## src/rtl/divide_unit_param_if.sv

```systemverilog
// Purpose: operand/result/handshake bundle between the instruction-execute FSM
//          (master) and the EAE divider (slave).
// Signals: dividend (2*WIDTH, AC:MQ), divisor, start, abort  -> divider
//          quotient, remainder, link_out, busy, finished      <- divider
interface divide_unit_param_if #(
  parameter int unsigned WIDTH = 12
);
  logic [2*WIDTH-1:0] dividend;
  logic [WIDTH-1:0]   divisor;
  logic               start;
  logic               abort;
  logic [WIDTH-1:0]   quotient;
  logic [WIDTH-1:0]   remainder;
  logic               link_out;
  logic               busy;
  logic               finished;

  modport master (
    output dividend, divisor, start, abort,
    input  quotient, remainder, link_out, busy, finished
  );

  modport slave (
    input  dividend, divisor, start, abort,
    output quotient, remainder, link_out, busy, finished
  );
endinterface

```

## src/rtl/divide_unit_param.sv

```systemverilog
// Purpose: unsigned restoring divider, 2*WIDTH-bit dividend (AC:MQ) by a
//          WIDTH-bit divisor, one quotient bit per clock. Overflow and
//          divide-by-zero are detected before any step and flagged on link_out.
// Ports:   clock  - rising-edge clock
//          reset  - asynchronous, active-high reset
//          bus    - slave side of divide_unit_param_if (operands, start/abort,
//                   quotient/remainder/link_out results, busy/finished status)
module divide_unit_param #(
  parameter int unsigned WIDTH = 12
) (
  input  logic               clock,
  input  logic               reset,
  divide_unit_param_if.slave bus
);

  localparam int unsigned CNT_W = $clog2(WIDTH);
  localparam logic [CNT_W-1:0] LAST_STEP = CNT_W'(WIDTH - 1);

  typedef enum logic [1:0] {
    IDLE = 2'd0,
    RUN  = 2'd1,
    DONE = 2'd2
  } state_t;

  state_t           state;
  logic [WIDTH-1:0] r_q;
  logic [WIDTH-1:0] q_q;
  logic [WIDTH-1:0] d_q;
  logic [CNT_W-1:0] cnt;

  logic [WIDTH:0]   trial_c;
  logic [WIDTH-1:0] r_next_c;
  logic [WIDTH-1:0] q_next_c;
  logic             reject_c;

  // One restoring step: shift MQ's top bit into R and try to subtract D.
  // R < D always holds, so a successful trial fits back into WIDTH bits.
  always_comb begin
    trial_c  = {r_q, q_q[WIDTH-1]} - {1'b0, d_q};
    r_next_c = {r_q[WIDTH-2:0], q_q[WIDTH-1]};
    q_next_c = {q_q[WIDTH-2:0], 1'b0};
    if (!trial_c[WIDTH]) begin
      r_next_c = trial_c[WIDTH-1:0];
      q_next_c = {q_q[WIDTH-2:0], 1'b1};
    end
  end

  // Quotient would not fit in WIDTH bits (or divisor is zero).
  assign reject_c = (bus.divisor == '0) ||
                    (bus.dividend[2*WIDTH-1:WIDTH] >= bus.divisor);

  // State, working registers and result registers.
  // busy/finished are registered decodes of the current state, so they trail
  // the state by one edge and can never be high together.
  always_ff @(posedge clock or posedge reset) begin
    if (reset) begin
      state         <= IDLE;
      r_q           <= '0;
      q_q           <= '0;
      d_q           <= '0;
      cnt           <= '0;
      bus.quotient  <= '0;
      bus.remainder <= '0;
      bus.link_out  <= 1'b0;
      bus.busy      <= 1'b0;
      bus.finished  <= 1'b0;
    end else begin
      bus.busy     <= (state == RUN);
      bus.finished <= (state == DONE);
      case (state)
        IDLE: begin
          if (bus.start) begin
            r_q <= bus.dividend[2*WIDTH-1:WIDTH];
            q_q <= bus.dividend[WIDTH-1:0];
            d_q <= bus.divisor;
            cnt <= '0;
            if (reject_c) begin
              // Operands are handed back untouched alongside the flag.
              state         <= DONE;
              bus.quotient  <= bus.dividend[WIDTH-1:0];
              bus.remainder <= bus.dividend[2*WIDTH-1:WIDTH];
              bus.link_out  <= 1'b1;
            end else begin
              state <= RUN;
            end
          end
        end
        RUN: begin
          // abort wins over completion and leaves the results untouched.
          if (bus.abort) begin
            state <= IDLE;
          end else begin
            r_q <= r_next_c;
            q_q <= q_next_c;
            cnt <= cnt + CNT_W'(1);
            if (cnt == LAST_STEP) begin
              state         <= DONE;
              bus.quotient  <= q_next_c;
              bus.remainder <= r_next_c;
              bus.link_out  <= 1'b0;
            end
          end
        end
        DONE: begin
          // A held start must not retrigger another divide.
          if (!bus.start) begin
            state <= IDLE;
          end
        end
        default: state <= IDLE;
      endcase
    end
  end

endmodule

```

## src/flat_wrapper.sv

```systemverilog
// flat-port wrapper written by rule: the top's interface ports become plain ports
module divide_unit_param_flat 
#(
  parameter int unsigned WIDTH = 12
)
  (clock, reset, bus_dividend, bus_divisor, bus_start, bus_abort, bus_quotient, bus_remainder, bus_link_out, bus_busy, bus_finished);
  divide_unit_param_if #(.WIDTH(WIDTH)) bus_i ();
  input  logic clock;
  input  logic reset;
  input wire logic [$bits(bus_i.dividend)-1:0] bus_dividend;
  input wire logic [$bits(bus_i.divisor)-1:0] bus_divisor;
  input wire logic [$bits(bus_i.start)-1:0] bus_start;
  input wire logic [$bits(bus_i.abort)-1:0] bus_abort;
  output wire logic [$bits(bus_i.quotient)-1:0] bus_quotient;
  output wire logic [$bits(bus_i.remainder)-1:0] bus_remainder;
  output wire logic [$bits(bus_i.link_out)-1:0] bus_link_out;
  output wire logic [$bits(bus_i.busy)-1:0] bus_busy;
  output wire logic [$bits(bus_i.finished)-1:0] bus_finished;
  assign bus_i.dividend = bus_dividend;
  assign bus_i.divisor = bus_divisor;
  assign bus_i.start = bus_start;
  assign bus_i.abort = bus_abort;
  assign bus_quotient = bus_i.quotient;
  assign bus_remainder = bus_i.remainder;
  assign bus_link_out = bus_i.link_out;
  assign bus_busy = bus_i.busy;
  assign bus_finished = bus_i.finished;
  divide_unit_param #(.WIDTH(WIDTH)) u_core (.clock(clock), .reset(reset), .bus(bus_i));
endmodule
```

## config.mk

```make
export PLATFORM = sky130hd
export DESIGN_NAME = divide_unit_param_flat
export DESIGN_NICKNAME = d
export VERILOG_FILES = /design/src/rtl/divide_unit_param_if.sv /design/src/rtl/divide_unit_param.sv /design/src/flat_wrapper.sv
export SDC_FILE = /design/constraint.sdc
export NUM_CORES = 1
export LEC_CHECK = 0
export CORE_MARGIN = 2
export CORE_UTILIZATION = 55
export DETAILED_ROUTE_END_ITERATION = 10
export PLACE_DENSITY = 0.89
export SLEW_MARGIN = 40
export SYNTH_ARGS = -nofsm -noshare
export SYNTH_HDL_FRONTEND = slang
export SYNTH_SLANG_ARGS = --single-unit
```

## constraint.sdc

```tcl
create_clock -name clock -period 4.4 [get_ports clock]
set_input_delay 0.66 -clock clock [delete_from_list [all_inputs] [get_ports clock]]
set_output_delay 0.66 -clock clock [all_outputs]
set_load 0.02 [all_outputs]
```

==> results_dict.tcl, run 1 <==
# metrics dict for downstream scripts
set metrics [dict create \
    hold_viol 0 \
    power_mw 3.81 \
    power_density_mw_per_mm2 759 \
    cts.htree.levels 3 \
    placed_cells 597 \
    hp-start "u_core.state[0]" \
    hold_buffers 0 \
    dp_hpwl_microns 7300 \
    endpoint "u_core.bus.quotient[5]" \
    max_cap_violations 0 \
    worstReg2RegStart "u_core.d_q[0]" \
    top_area_share_pct 42.7 \
    wl_met1_microns 4390 \
    use_met1_pct 34.1 \
    ys_cells 444 \
    ys_sh_aoi_pct 17.9 \
    setup_viol 0 \
    crit_type "in -> reg" \
    report.final.slew_viol_count 0 \
    synth_cell_type_count 53 \
    timing.final.ws_setup_ns 1.32 \
    top_cells_by_count "nand2_1, dfrtp_1, nor2_1, inv_1, o21ai_0" \
    edf_count 0 \
    ys_dominant_reg_cell "dfrtp_1" \
    place_area_sq_mm 0.00480 \
    top_area_cell "dfrtp_1" \
    p_comb_mw 2.12 \
    cts_setup_buffers 0 \
    use_met3_pct 4.11 \
    cts_buffers 9 \
    finalNonFillerCells 613 \
    crit_buf_inv 3 \
    power_switching_mw 1.69 \
    ys_sh_adder_pct 8.24 \
    postSynthCellCount 444 \
    max_freq_ghz 0.325 \
    most_common_cell "nand2_1" \
    regToRegSetupSlack_ns 1.35 \
    p_leak_nw 2.31 \
    gp_congestion 0.930 \
    slew_headroom_pct 49.2 \
    rsz0062_at_grt "false" \
    netlist_area_sq_mm 0.00404 \
    vias_per_cell 5.91 \
    cts-root-buf "clkbuf_8" \
    drt_iter0_drc 330 \
    intPower_mw 2.12 \
    skew_ns 0.00855 \
    synthArstFlopShare_pct 100 \
    vias 3620 \
    routed_wirelength_microns 10200 \
    grt_pass1_wl_microns 17000 \
    cts_tree "done" \
    syn2layout_area_growth_pct 24.1 \
    die_height_microns 89.7 \
    clk-power_uw 569 \
    outcome "complete, no violations" \
    cpMaxStageDelayCell "clkdlybuf4s50_1" \
    ys_chip_area_sq_mm 0.00404 \
    crit_cells 10 \
]
## run 1: cell type report
type / instances / area (sq um)
Tap cell: 99 / 124
Inverter: 30 / 115
Multi-Input combinational cell: 328 / 2140
Fill cell: 538 / 2160
Timing Repair Buffer: 71 / 698
Sequential cell: 69 / 1730
Clock inverter: 6 / 86.3
Clock buffer: 10 / 128
## run 1: registers in the layout, summed over array words and instances (netlist names)
| signal | cells |
|---|---|
| u_core.bus.busy | 1 |
| u_core.bus.finished | 1 |
| u_core.bus.link_out | 1 |
| u_core.bus.quotient | 12 |
| u_core.bus.remainder | 12 |
| u_core.cnt | 4 |
| u_core.d_q | 12 |
| u_core.q_q | 12 |
| u_core.r_q | 12 |
| u_core.state | 2 |
==> run_1/port_trees.png <==
The bar under the picture is 20 microns long.
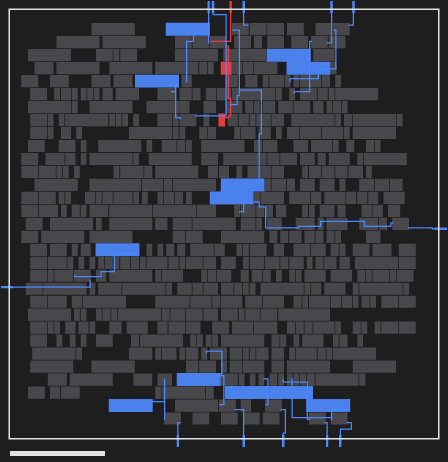
bus_abort -> red  # bits 1, direction input, edge top, end cells 2, buffers 1, wire 29.9 microns
bus_remainder -> blue  # bits 12, direction output, edge 5 top, 5 bottom, 1 left, 1 right, end cells 12, buffers 12, wire 341 microns

==> run_1/closeup.png <==
The bar under the picture is 10 microns long. Window x 10 to 35, y 10 to 35 microns. Cells in grey, sequential cells in the stronger grey; small squares are vias.
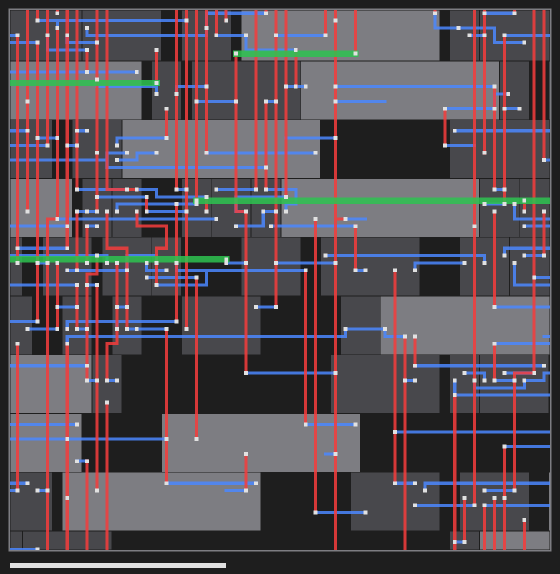
M1 -> blue
M3 -> green
M2 -> red
most frequent = dfrtp_1 (8), nand2_1 (5), nor2_1 (5)
netlist names of flops here include = u_core.q_q (4), u_core.d_q (2), u_core.r_q (2)
cells with their middle in the window = 42
sequential cells in the window = 8

==> run_1/ff_map.png <==
The bar under the picture is 20 microns long. Other sequential cells in the stronger grey, the rest of the logic in the fainter grey.
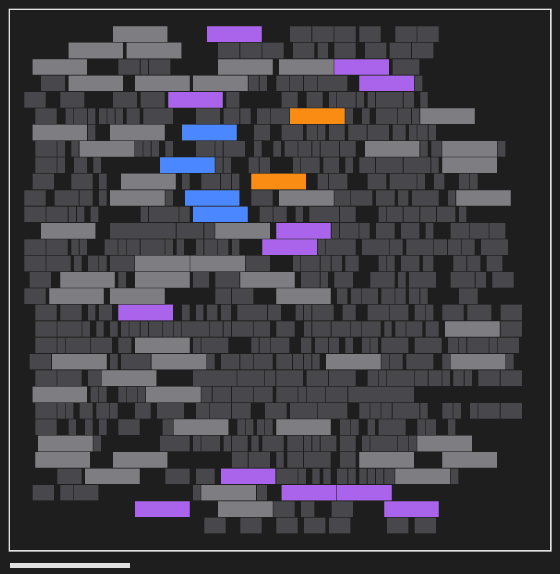
u_core.bus.remainder -> purple  # placed flops 12
u_core.cnt -> blue  # placed flops 4
u_core.state -> orange  # placed flops 2
not coloured = 51

==> run_1/congestion_map.png <==
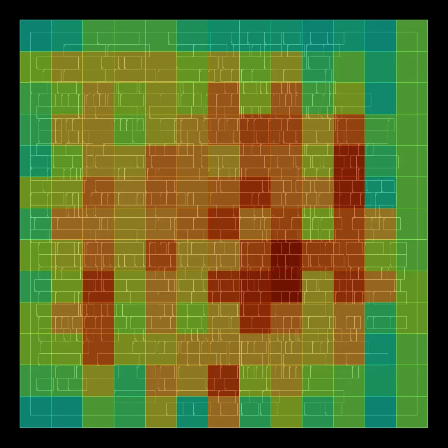
GR Util All Layers: 26.0%
Top Usage Layer GRT: met2
GRT met2 Usage: 43.0%
DR WL/cell: 16.7 microns
Final Util: 69.9%

==> run_1/gates.png <==
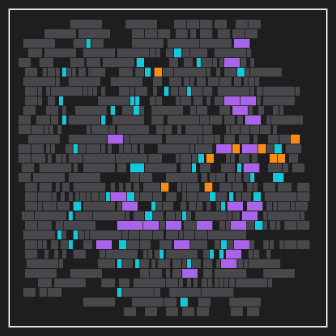

==> inputs of run 2 (changes only) <==
--- a/config.mk
+++ b/config.mk
@@ -6,9 +6,9 @@
 export NUM_CORES = 1
 export LEC_CHECK = 0
 export CORE_MARGIN = 2
-export CORE_UTILIZATION = 55
+export CORE_UTILIZATION = 54
 export DETAILED_ROUTE_END_ITERATION = 10
-export PLACE_DENSITY = 0.89
+export PLACE_DENSITY = 0.88
 export SLEW_MARGIN = 40
 export SYNTH_ARGS = -nofsm -noshare
 export SYNTH_HDL_FRONTEND = slang
==> constraint.sdc (replaced) <==
create_clock -name clock -period 3 [get_ports clock]
set_input_delay 0.45 -clock clock [delete_from_list [all_inputs] [get_ports clock]]
set_output_delay 0.45 -clock clock [all_outputs]
set_load 0.02 [all_outputs]
==> run_2/gates.png <==
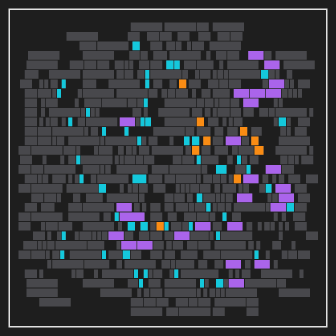
nor cells -> cyan  # cells 49, most used nor2_1
fa/ha/maj cells -> purple  # cells 26, most used ha_1
and/or cells -> orange  # cells 9, most used and3_1

==> results_dict.tcl, run 2 <==
# metrics dict for downstream scripts
set metrics [dict create \
    outcome "complete, no violations" \
    fp_nets 510 \
    crit_buf_inv 1 \
    clkTransAtPathRegs_ns 0.07 \
    inverters 30 \
    vias_per_cell 5.88 \
    cp_cell_sequence "ha_1, nor2b_1, o31a_1, o2111a_1, a2111o_1, buf_4, a221oi_1, o31ai_1" \
    ys_chip_area_sq_mm 0.00404 \
    place_area_sq_mm 0.00492 \
    worst_pin_slew_ns 0.678 \
    seq_share_pct 33.7 \
    skew_ns 0.0125 \
    core_sq_mm 0.00725 \
    crit_type "reg -> reg" \
    postSynthCellCount 444 \
    power_switching_mw 2.52 \
    max_freq_ghz 0.347 \
    start_kind "register" \
    taps 99 \
    critPathLaunch "u_core.r_q[1]" \
    netlist_area_sq_mm 0.00404 \
    setup_viol 0 \
    tns_ns 0 \
    max_cap_violations 0 \
    use_met3_pct 4.76 \
    intPower_mw 3.20 \
    grt_pass1_wl_microns 17700 \
    final_nets 588 \
    n_sequential_cell 69 \
    dr.pass1.iters 5 \
    top_cells_by_count "nand2_1, dfrtp_1, nor2_1, inv_1, o21ai_0" \
    synthArstFlopShare_pct 100 \
    dp_hpwl_microns 7790 \
    topCellsByArea "dfrtp_1, nand2_1, ha_1" \
    ys_cells 444 \
    clk_latency_ns 0.35 \
    cts_resized 0 \
    avgSynthCellArea_sq_um 9.10 \
    cts_buffers 9 \
    cts.htree.levels 3 \
    slowest_delay_ns 0.49 \
    cpMaxStageDelayCell "a2111o_1" \
    ios 67 \
    syn2layout_area_growth_pct 26.9 \
    top_area_cell "dfrtp_1" \
    grt_util_met2_pct 46.1 \
    crit_family "AND-OR/OR-AND gates" \
    switching_share_pct 44.0 \
    antenna_found_initial 0 \
    power_density_mw_per_mm2 1110 \
    final-comb-area_sq_mm 0.00216 \
    largest_cell_class "multi-input combinational cells" \
    wl_met1_microns 4410 \
    power_mw 5.72 \
    p_comb_mw 3.36 \
    clkPwrFrac_pct 13.1 \
    ys_dominant_reg_cell "dfrtp_1" \
    hold_buffers 0 \
    clock-sinks 69 \
    synth_cell_type_count 53 \
    clk-power_uw 748 \
    grt_overflow 0 \
    top_usage_layer "met2" \
    worstReg2RegStart "u_core.r_q[1]" \
    routed_wirelength_microns 10500 \
    holdPathStages 1 \
    min_path_type "reg -> reg" \
    slew_headroom_pct 54.8 \
    clkbuf_count 11 \
    chipArea_sq_mm 0.00819 \
    ir_drop_v 0.000675 \
    nNonClkBuffers 84 \
    clk_share_pct 3.64 \
    grt_max_degree 41 \
    critPathMaxFanout 6 \
    cts-root-buf "clkbuf_8" \
    pre_cts_ws_ns -0.0970 \
    finalClockPeriodUsage_pct 96.0 \
    die_height_microns 90.5 \
    power.group.top "combinational logic" \
    p_leak_nw 2.38 \
    bufAreaShareNonClock_pct 16.0 \
    comb_share_pct 42.1 \
    min_to "u_core.bus.finished" \
    vias 3664 \
    layout-drive-gt1-share_pct 11.1 \
    cp.arrival_ns 3.08 \
    report.final.slew_viol_count 0 \
    fill_cells 570 \
    final_area_sq_mm 0.00513 \
    most_common_cell "nand2_1" \
    use_met1_pct 33.6 \
    drt_iter0_drc 374 \
    grt.total_usage_pct 26.9 \
    timing.final.ws_setup_ns 0.119 \
    rsz0062_at_grt "false" \
    regToRegSetupSlack_ns 0.12 \
    lay_top_cells "nand2_1, dfrtp_1, clkdlybuf4s50_1" \
    crit_cells 8 \
    endpoint "u_core.r_q[2]" \
    edf_count 0 \
    cts_setup_buffers 0 \
    top_area_share_pct 42.7 \
    ctsLongestPathBuffers 2 \
    hp-start "u_core.state[0]" \
    r2r-end "u_core.r_q[2]" \
    avgRoutedWirePerCell_microns 16.9 \
    cp-end-kind "register" \
    gp_congestion 0.912 \
    hold_viol 0 \
    regArea_sq_mm 0.00173 \
    nMultiInputCombCells 328 \
    ant_nets 0 \
    cts_tree "done" \
]
-- run 2: worst register-to-register path: cells and delay by family, from the launching register on --
family,cells,cell delay [ns]
compound gates,5,1.60
buf+inv,1,0.20
flops,1,0.42
simple gates,1,0.17
fa+ha+maj,1,0.36
-- run 2: cells by family after synthesis --
kind of cell | Yosys count | synth area share, %
and+or+nand+nor | 153 | 16.8
DFF | 69 | 42.7
muxes | 28 | 7.43
adders and majority gates | 26 | 8.24
buffers and inverters | 47 | 4.46
AOI/OAI and AO/OA | 110 | 17.9
xor gates and xnor gates | 11 | 2.38
-- run 2: metrics by stage --
step | util [%] | std cells
2_1_floorplan | - | 444
3_3_place_gp | 67.8 | 610
3_5_place_dp | 67.8 | 610
4_1_cts | 70.4 | 623
5_1_grt | 70.7 | 623
6_report | 70.7 | 623
==> run_2/ff_map.png <==
The bar under the picture is 20 microns long. Other sequential cells in the stronger grey, the rest of the logic in the fainter grey.
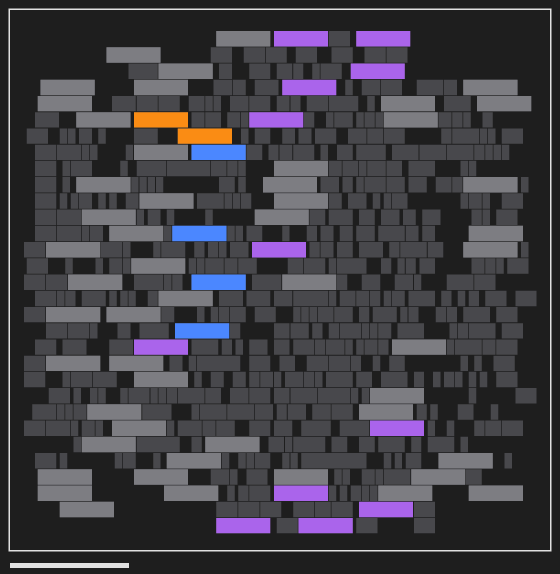

==> inputs of run 3 (changes only) <==
==> constraint.sdc (replaced) <==
create_clock -name clock -period 2.7 [get_ports clock]
set_input_delay 0.405 -clock clock [delete_from_list [all_inputs] [get_ports clock]]
set_output_delay 0.405 -clock clock [all_outputs]
set_load 0.02 [all_outputs]
==> run_3/ff_map.png <==
The bar under the picture is 20 microns long. Other sequential cells in the stronger grey, the rest of the logic in the fainter grey.
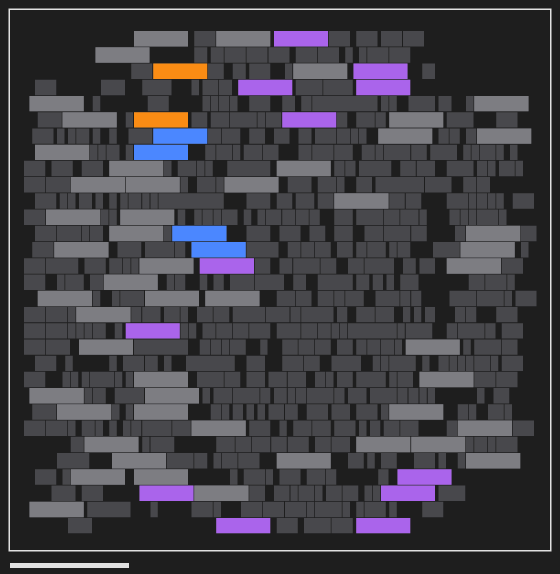
u_core.cnt -> blue  # placed flops 4
u_core.state -> orange  # placed flops 2
u_core.bus.remainder -> purple  # placed flops 12
not coloured = 51

==> results_dict.tcl, run 3 <==
# metrics dict for downstream scripts
set metrics [dict create \
    taps 99 \
    seq_share_pct 31.6 \
    synthSimpleGateAreaFrac_pct 16.8 \
    synthArstFlopShare_pct 100 \
    synth_cell_type_count 53 \
    most_common_cell "nand2_1" \
    use_met3_pct 5.51 \
    finalClockPeriodUsage_pct 98.9 \
    final_area_sq_mm 0.00546 \
    clkTransAtPathRegs_ns 0.08 \
    ys_dominant_reg_cell "dfrtp_1" \
    cts_tree "done" \
    nNonClkBuffers 112 \
    ir_drop_v 0.000757 \
    setup_viol 0 \
    bufAreaShareNonClock_pct 19.0 \
    antenna_found_initial 0 \
    n_sequential_cell 69 \
    timing.final.ws_setup_ns 0.0299 \
    ant_nets 0 \
    switching_share_pct 43.5 \
    intPower_mw 4.02 \
    cts_resized 6 \
    grt_max_degree 70 \
    power_density_mw_per_mm2 1300 \
    cp.arrival_ns 2.88 \
    cts.htree.levels 3 \
    start_kind "register" \
    final-comb-area_sq_mm 0.00224 \
    grt.total_usage_pct 28.5 \
    power_mw 7.11 \
    max_cap_violations 0 \
    p_comb_mw 4.35 \
    routed_wirelength_microns 11400 \
    critPathMaxFanout 4 \
    topCellsByArea "dfrtp_1, nand2_1, ha_1" \
    pre_cts_ws_ns -0.253 \
    p_leak_nw 2.54 \
    cp_cell_sequence "inv_2, ha_4, fa_2, nor2b_2, o31a_1, buf_4, or4_1, nand4_2, nor2_2, buf_4, o211ai_1, a31oi_1" \
    ys_sh_mux_pct 7.43 \
    core_sq_mm 0.00725 \
    xor_area_share_pct 2.38 \
    vias_per_cell 5.80 \
    dr.pass1.iters 5 \
    grt_util_met2_pct 48.1 \
    postSynthCellCount 444 \
    netlist_area_sq_mm 0.00404 \
    outcome "complete, no violations" \
    cts-root-buf "clkbuf_8" \
    clkbuf_count 10 \
    clk-power_uw 967 \
    hold_buffers 0 \
    clk_latency_ns 0.35 \
    ios 67 \
    comb_share_pct 41.0 \
    clock-sinks 69 \
    nMultiInputCombCells 328 \
    final_nets 616 \
    fp_nets 510 \
    largest_cell_class "multi-input combinational cells" \
    ys_chip_area_sq_mm 0.00404 \
    syn2layout_area_growth_pct 35.2 \
    clk_share_pct 4.08 \
    avgRoutedWirePerCell_microns 17.4 \
    chipArea_sq_mm 0.00819 \
    gp_congestion 0.912 \
    fill_cells 501 \
    crit_buf_inv 3 \
    vias 3794 \
    power_switching_mw 3.10 \
    layout-drive-gt1-share_pct 18.2 \
    top_usage_layer "met2" \
    lay_top_cells "nand2_1, dfrtp_1, clkdlybuf4s50_1" \
    ys_cells 444 \
    finalNonFillerCells 654 \
    grt_overflow 0 \
    power.group.top "combinational logic" \
    ctsLongestPathBuffers 2 \
    worst_pin_slew_ns 0.694 \
    clkPwrFrac_pct 13.6 \
    crit_family "simple AND/OR/NAND/NOR gates" \
    dp_hpwl_microns 8040 \
    max_freq_ghz 0.375 \
    place_area_sq_mm 0.00510 \
    drt_iter0_drc 355 \
    slew_headroom_pct 53.7 \
    cts_buffers 9 \
    final_util_pct 75.3 \
    regArea_sq_mm 0.00173 \
    rsz0062_at_grt "true" \
    cp-end-kind "register" \
    crit_type "reg -> reg" \
    ys_sh_aoi_pct 17.9 \
    avgSynthCellArea_sq_um 9.10 \
    min_path_type "in -> async" \
    cpMaxStageDelayCell "or4_1" \
    die_height_microns 90.5 \
    tns_ns 0 \
    top_area_share_pct 42.7 \
    placed_cells 634 \
    grt_pass1_wl_microns 18700 \
    hold_viol 0 \
    synthTopLogicFamily "AND-OR/OR-AND gates" \
    skew_ns 0.0129 \
    slowest_delay_ns 0.53 \
    use_met1_pct 36.6 \
    edf_count 0 \
    inverters 30 \
]
run 3: cell counts after synthesis:
No cell type changed its count.
run 3: worst paths after layout:
check / depth (start not counted) / startpoint / to / slack, ns
hold / removal: 3 / reset / u_core.bus.quotient[1] / 0.43
max in group asynchronous: 3 / reset / u_core.r_q[2] / 1.94
setup / recovery: 12 / u_core.q_q[11] / u_core.r_q[0] / 0.03
setup reg to reg: 12 / u_core.q_q[11] / u_core.r_q[0] / 0.03
hold reg to reg: 1 / u_core.state[0] / u_core.bus.finished / 0.48
min in group clock: 1 / u_core.state[0] / u_core.bus.finished / 0.48
